<file path="config.mk">
export PLATFORM = sky130hd
export DESIGN_NAME = hazard_stall_unit
export DESIGN_NICKNAME = d
export VERILOG_FILES = /design/src/rtl/hazard_stall_unit.sv
export SDC_FILE = /design/constraint.sdc
export NUM_CORES = 1
export LEC_CHECK = 0
export CAP_MARGIN = 20
export CORE_MARGIN = 3
export CORE_UTILIZATION = 44
export CTS_CLUSTER_SIZE = 30
export DETAILED_ROUTE_END_ITERATION = 10
export HOLD_SLACK_MARGIN = 0.06
export PLACE_DENSITY = 0.8
export SETUP_SLACK_MARGIN = 0.2
export SKIP_CTS_REPAIR_TIMING = 1
export SYNTH_ARGS = -nofsm -noshare
export SYNTH_HDL_FRONTEND = slang
export SYNTH_SLANG_ARGS = --single-unit
</file>
<file path="constraint.sdc">
create_clock -name clk -period 2.9 [get_ports clk]
set_input_delay 0.58 -clock clk [delete_from_list [all_inputs] [get_ports clk]]
set_output_delay 0.58 -clock clk [all_outputs]
set_load 0.03 [all_outputs]
</file>
<file path="src/rtl/hazard_stall_unit.sv">
// rtl/hazard_stall_unit.sv - hazard detection and stall control for the 5-stage MIPS pipeline
//
// Detects hazards that forwarding cannot resolve (load-use, branch-in-decode
// operand dependencies, mul/div occupancy) and the data-memory wait, and drives
// the pipeline enables, the ID/EX bubble and the IF/ID flush.
//
// Ports:
//   clk, rst                      clock, synchronous active-high reset
//   decodeRS/RT/UsesRT            source operands of the instruction in ID
//   decodeBranch                  ID holds a beq/bne compared in ID
//   decodeStartMD/ReadsHiLo       ID holds mult/div or mfhi/mflo
//   executeRD/_registerWrite/_memRead   destination info of the EX instruction
//   memoryRD/_memRead/_memAccess  destination and memory info of the MEM instruction
//   dmemReady                     data memory completes the access this cycle
//   branchTaken                   branch in ID resolved taken
//   pcWrite/ifidWrite/idexWrite/exmemWrite  pipeline register write enables
//   idexBubble, ifidFlush         NOP into ID/EX, clear IF/ID
//   mdBusy                        mul/div unit occupied
//   stallCycles                   saturating count of bubble cycles

module hazard_stall_unit #(
  parameter int MULDIV_CYCLES = 4,
  parameter int CNT_W         = 16
) (
  input  logic             clk,
  input  logic             rst,
  input  logic [4:0]       decodeRS,
  input  logic [4:0]       decodeRT,
  input  logic             decodeUsesRT,
  input  logic             decodeBranch,
  input  logic             decodeStartMD,
  input  logic             decodeReadsHiLo,
  input  logic [4:0]       executeRD,
  input  logic             execute_registerWrite,
  input  logic             execute_memRead,
  input  logic [4:0]       memoryRD,
  input  logic             memory_memRead,
  input  logic             memory_memAccess,
  input  logic             dmemReady,
  input  logic             branchTaken,
  output logic             pcWrite,
  output logic             ifidWrite,
  output logic             idexWrite,
  output logic             exmemWrite,
  output logic             idexBubble,
  output logic             ifidFlush,
  output logic             mdBusy,
  output logic [CNT_W-1:0] stallCycles
);

  typedef enum logic {
    IDLE    = 1'b0,
    MD_BUSY = 1'b1
  } md_state_e;

  localparam logic [3:0]       MD_INIT  = 4'(MULDIV_CYCLES);
  localparam logic [CNT_W-1:0] CNT_MAX  = {CNT_W{1'b1}};
  localparam logic [CNT_W-1:0] CNT_ONE  = {{(CNT_W-1){1'b0}}, 1'b1};

  md_state_e        state_q, state_d;
  logic [3:0]       md_count_q, md_count_d;
  logic [CNT_W-1:0] stall_cycles_q, stall_cycles_d;

  logic freeze;
  logic load_use, br_exe, br_mem, md_stall, stall;
  logic ex_match, mem_match;

  // Register 0 is hardwired to zero, so a write to it never creates a dependency.
  function automatic logic dep_match(input logic [4:0] x, input logic [4:0] rs,
                                     input logic [4:0] rt, input logic uses_rt);
    dep_match = (x != 5'd0) && ((x == rs) || (uses_rt && (x == rt)));
  endfunction

  always_comb begin
    ex_match  = dep_match(executeRD, decodeRS, decodeRT, decodeUsesRT);
    mem_match = dep_match(memoryRD, decodeRS, decodeRT, decodeUsesRT);

    // Reset masks the occupancy at once so a pending mfhi is not held.
    mdBusy   = (state_q == MD_BUSY) && !rst;
    freeze   = memory_memAccess && !dmemReady;

    load_use = execute_memRead && ex_match;
    br_exe   = decodeBranch && execute_registerWrite && ex_match;
    br_mem   = decodeBranch && memory_memRead && mem_match;
    md_stall = mdBusy && (decodeStartMD || decodeReadsHiLo);
    stall    = load_use || br_exe || br_mem || md_stall;

    pcWrite    = 1'b1;
    ifidWrite  = 1'b1;
    idexWrite  = 1'b1;
    exmemWrite = 1'b1;
    idexBubble = 1'b0;
    ifidFlush  = 1'b0;

    if (rst) begin
      // defaults already describe the reset output values
    end else if (freeze) begin
      pcWrite    = 1'b0;
      ifidWrite  = 1'b0;
      idexWrite  = 1'b0;
      exmemWrite = 1'b0;
    end else if (stall) begin
      // Branch flush is dropped: the branch is re-evaluated once the stall clears.
      pcWrite    = 1'b0;
      ifidWrite  = 1'b0;
      idexBubble = 1'b1;
    end else begin
      ifidFlush  = branchTaken;
    end
  end

  always_comb begin
    state_d        = state_q;
    md_count_d     = md_count_q;
    stall_cycles_d = stall_cycles_q;

    if (!freeze) begin
      case (state_q)
        IDLE: begin
          if (decodeStartMD && !stall) begin
            state_d    = MD_BUSY;
            md_count_d = MD_INIT;
          end
        end
        MD_BUSY: begin
          if (md_count_q == 4'd1) begin
            state_d    = IDLE;
            md_count_d = 4'd0;
          end else begin
            md_count_d = md_count_q - 4'd1;
          end
        end
        default: begin
          state_d    = IDLE;
          md_count_d = 4'd0;
        end
      endcase
    end

    if (idexBubble && (stall_cycles_q != CNT_MAX)) begin
      stall_cycles_d = stall_cycles_q + CNT_ONE;
    end
  end

  always_ff @(posedge clk) begin
    if (rst) begin
      state_q        <= IDLE;
      md_count_q     <= 4'd0;
      stall_cycles_q <= '0;
    end else begin
      state_q        <= state_d;
      md_count_q     <= md_count_d;
      stall_cycles_q <= stall_cycles_d;
    end
  end

  assign stallCycles = stall_cycles_q;

endmodule

</file>
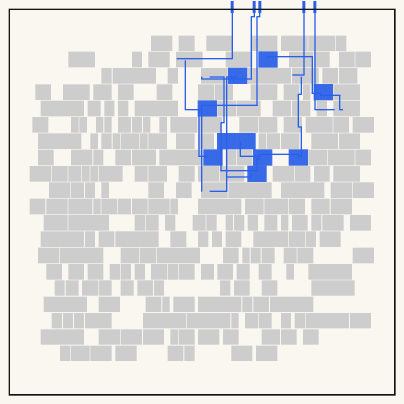
**Above:** run 1 (wires at chosen ports, followed through buffers).
(6 px per um)
Blue shows decodeRS, bits 5, direction input, edge north, end cells 10, buffers 5, wire 232 um.
IO buf count: 54
IO Pins: 55

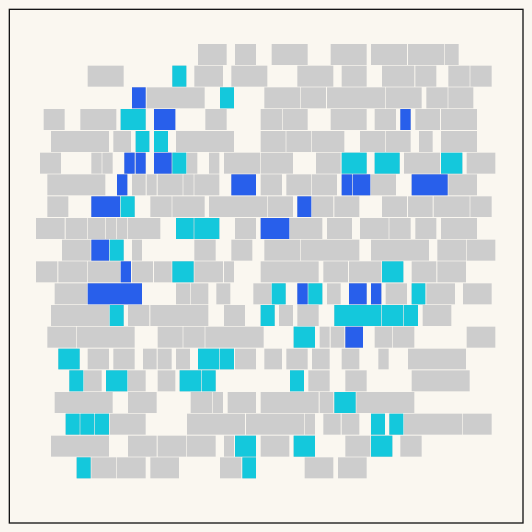
**Above:** run 1 (logic cells by family).
(8 px per um)
Blue shows nor cells, cells 21. Cyan shows aoi and oai cells, cells 43.
highest-count logic cell in the final layout: clkdlybuf4s50_1
Final Non-Filler Cells: 290
logic share of the area: 0.460

==> notes.md, run 1 <==
fresh numbers from the pnr run: routed length per instance=around 15 um, Max Fclk=around 370 MHz, sequential share of power=0.463, HP Class=reg2reg, Main power group=sequential cells, CP max stage cell=or4_1, Seq share, synth=0.284, status=completed, Max Clock Skew=between 0.004 and 0.005 ns, vias per cell=~5.8, combinational share of power=0.315, final-layout clock-cell area share=0.0117, min Tclk post-route=~2.7 ns, XOR Share, Synth=0.118, vias in the first global route=1544, Fin Hold WS=0.503 ns, Met2 Routed Length=approximately 2.2 mm, Filler Cell Count=251, Comb power=between 200 and 250 uW, DRT met1 WL=1.92 mm, Seq Cell Count=21, Cell Type Count=around 40, Post-synth top cells=dfxtp_1 (21), a21oi_1 (19), xor2_1 (18), later-pin clock latency in the skew report=slightly above 0.3 ns, Setup crit end kind=output pin, Adder Area Share=0.0253, RSZ-0062 raised after global routing=yes, Setup WS post-layout=0.182 ns, 1st-pass router iterations=4, Setup crit start kind=primary input, simple share=0.300, # diodes=0, layout cells sized above 1=0.171, CTS tree=done, Max-slew headroom=0.676, Net Switching=between 200 and 250 uW, CP Class=in2out, critical-path cell list=buf_6, or4_1, o211ai_1, o221a_4, nand2_4, nor3b_4, buf_6, DP Worst Slack=-0.165 ns
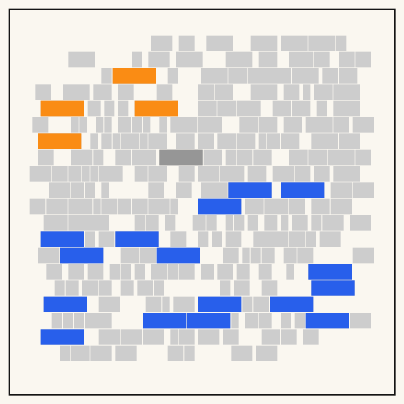
**Above:** run 1 (where the registers sit).
(6 px per um) Other sequential cells in the stronger gray, the rest of the logic in the fainter gray.
Orange shows md_count_q, sequential cells 4, where north-west. Blue shows stallCycles, sequential cells 16.
Register Area: 420 sq um
sequential cell area share: 0.188
Sequential Power: 306 uW
Finished Core Util: 0.715

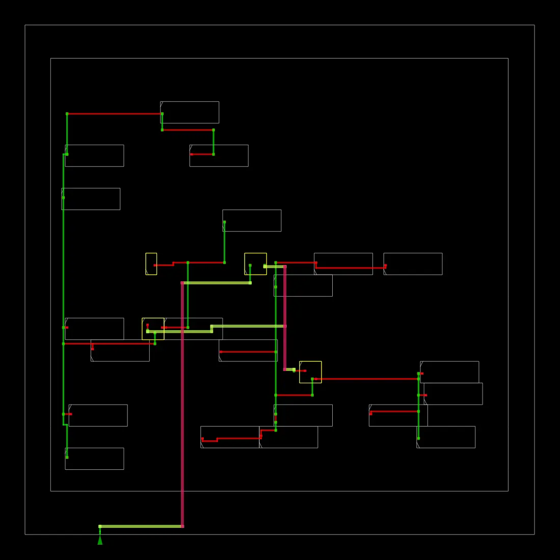
**Above:** run 1 (clock routing).
CTS buffer count: 3
clkbuf count: 4
P_clk: 147 uW

run 1: worst paths after layout:
path / from / end / slack, ns / cells after the start
worst max-delay path: memoryRD[2] / ifidFlush / 0.18 / 7
worst min-delay path: stallCycles[5] / stallCycles[5] / 0.50 / 2
worst max register to register: stallCycles[4] / stallCycles[7] / 0.71 / 7
worst min register to register: stallCycles[5] / stallCycles[5] / 0.50 / 2
run 1: sequential cells by signal (all words and copies together), names as in the netlist:
signal,flops
md_count_q,4
stallCycles,16
state_q,1
run 1: worst register-to-register path, cell delays in order (launching register included):
cell,delay (ns)
dfxtp_1,0.36
and4_1,0.28
and2_1,0.24
nand3_1,0.08
nand2_1,0.26
buf_4,0.29
or4_1,0.47
a21oi_1,0.15
==> run 2: changes to the inputs <==
--- a/config.mk
+++ b/config.mk
@@ -14,6 +14,7 @@
 export PLACE_DENSITY = 0.8
 export SETUP_SLACK_MARGIN = 0.2
 export SKIP_CTS_REPAIR_TIMING = 1
+export SLEW_MARGIN = 20
 export SYNTH_ARGS = -nofsm -noshare
 export SYNTH_HDL_FRONTEND = slang
 export SYNTH_SLANG_ARGS = --single-unit
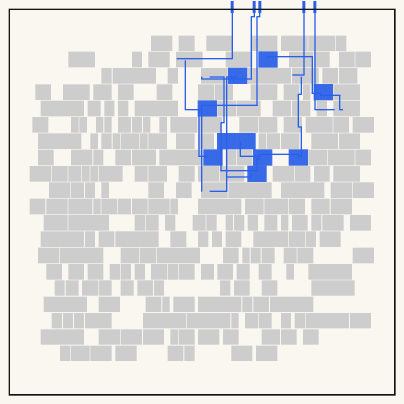
**Above:** run 2 (wires at chosen ports, followed through buffers).
(6 px per um)
Blue shows decodeRS, bits 5, direction input, edge north, end cells 10, buffers 5, wire 232 um.

==> notes.md, run 2 <==
fresh numbers from the pnr run: status=completed, Worst R2R Path Depth=7 (unchanged), RSZ-0062 raised after global routing=yes, Setup crit end kind=output pin, critical path startpoint=memoryRD[2], layout cells sized above 1=0.171 (unchanged), Reg2Reg Capture Point=stallCycles[7], Hold Crit Depth=2 (unchanged), Hold Path End=stallCycles[5], Finished Core Util=0.715 (unchanged), Crit path depth=7 (unchanged), Hold Crit Start=stallCycles[5], Post-Syn Nets=219, Post-synth top cells=dfxtp_1 (21), a21oi_1 (19), xor2_1 (18), Filler Cell Count=251 (unchanged), final-layout clock-cell area share=0.0117 (unchanged), fin area=roughly 2200 sq um, Cell Type Count=40 (unchanged), Fin Hold WS=0.503 ns (unchanged), clkbuf count=4 (unchanged), vias in the first global route=1544 (unchanged), max reg flops=16 (unchanged), logic share of the area=0.460 (unchanged), DRT met1 WL=1.92 mm (unchanged), Max Clock Skew=0.00409 ns (unchanged), CTS buffer count=3 (unchanged), later-pin clock latency in the skew report=0.31 ns (about the same), Register Area=420 sq um (unchanged), IO Pins=55 (unchanged), dpl hpwl=approximately 3.3 mm, Seq Cell Count=21 (unchanged), 1st-pass router iterations=4 (unchanged), highest-count logic cell in the final layout=clkdlybuf4s50_1, critical-path cell list=buf_6, or4_1, o211ai_1, o221a_4, nand2_4, nor3b_4, buf_6, HP Class=reg2reg, Met2 Routed Length=2.23 mm (unchanged), reg2reg start=stallCycles[4], routed length per instance=15.4 um (unchanged), min Tclk post-route=2.72 ns (unchanged), Critical Path Sink=ifidFlush, CP Class=in2out, CTS tree=done, most frequent cell after synthesis=dfxtp_1
## run 2: through the flow
step	std cells	setup TNS (ns)	setup slack (ns)
floorplan	184	0	0.0956
global placement	284	-0.398	-0.117
detailed placement	284	-0.777	-0.165
CTS	288	-0.397	-0.168
global route	290	0	0.114
finish	290	0	0.182
## run 2: power by group
part           total [uW]  switching, uW  leakage (uW)  internal [uW]
clock network         147           92.8     0.0000150           53.8
registers             306           9.53      0.000170            297
logic                 208            108      0.000744            101
## run 2: cells by family after synthesis
| kind of cell | count (synthesis) | synth area share |
|---|---|---|
| DFF | 21 | 0.284 |
| AOI/OAI and AO/OA | 47 | 0.208 |
| xor gates and xnor gates | 20 | 0.118 |
| muxes | 1 | 0.00760 |
| buffers and inverters | 17 | 0.0574 |
| and+or+nand+nor | 75 | 0.300 |
| adders and majority gates | 3 | 0.0253 |
Power and IR drop assume default switching activity.
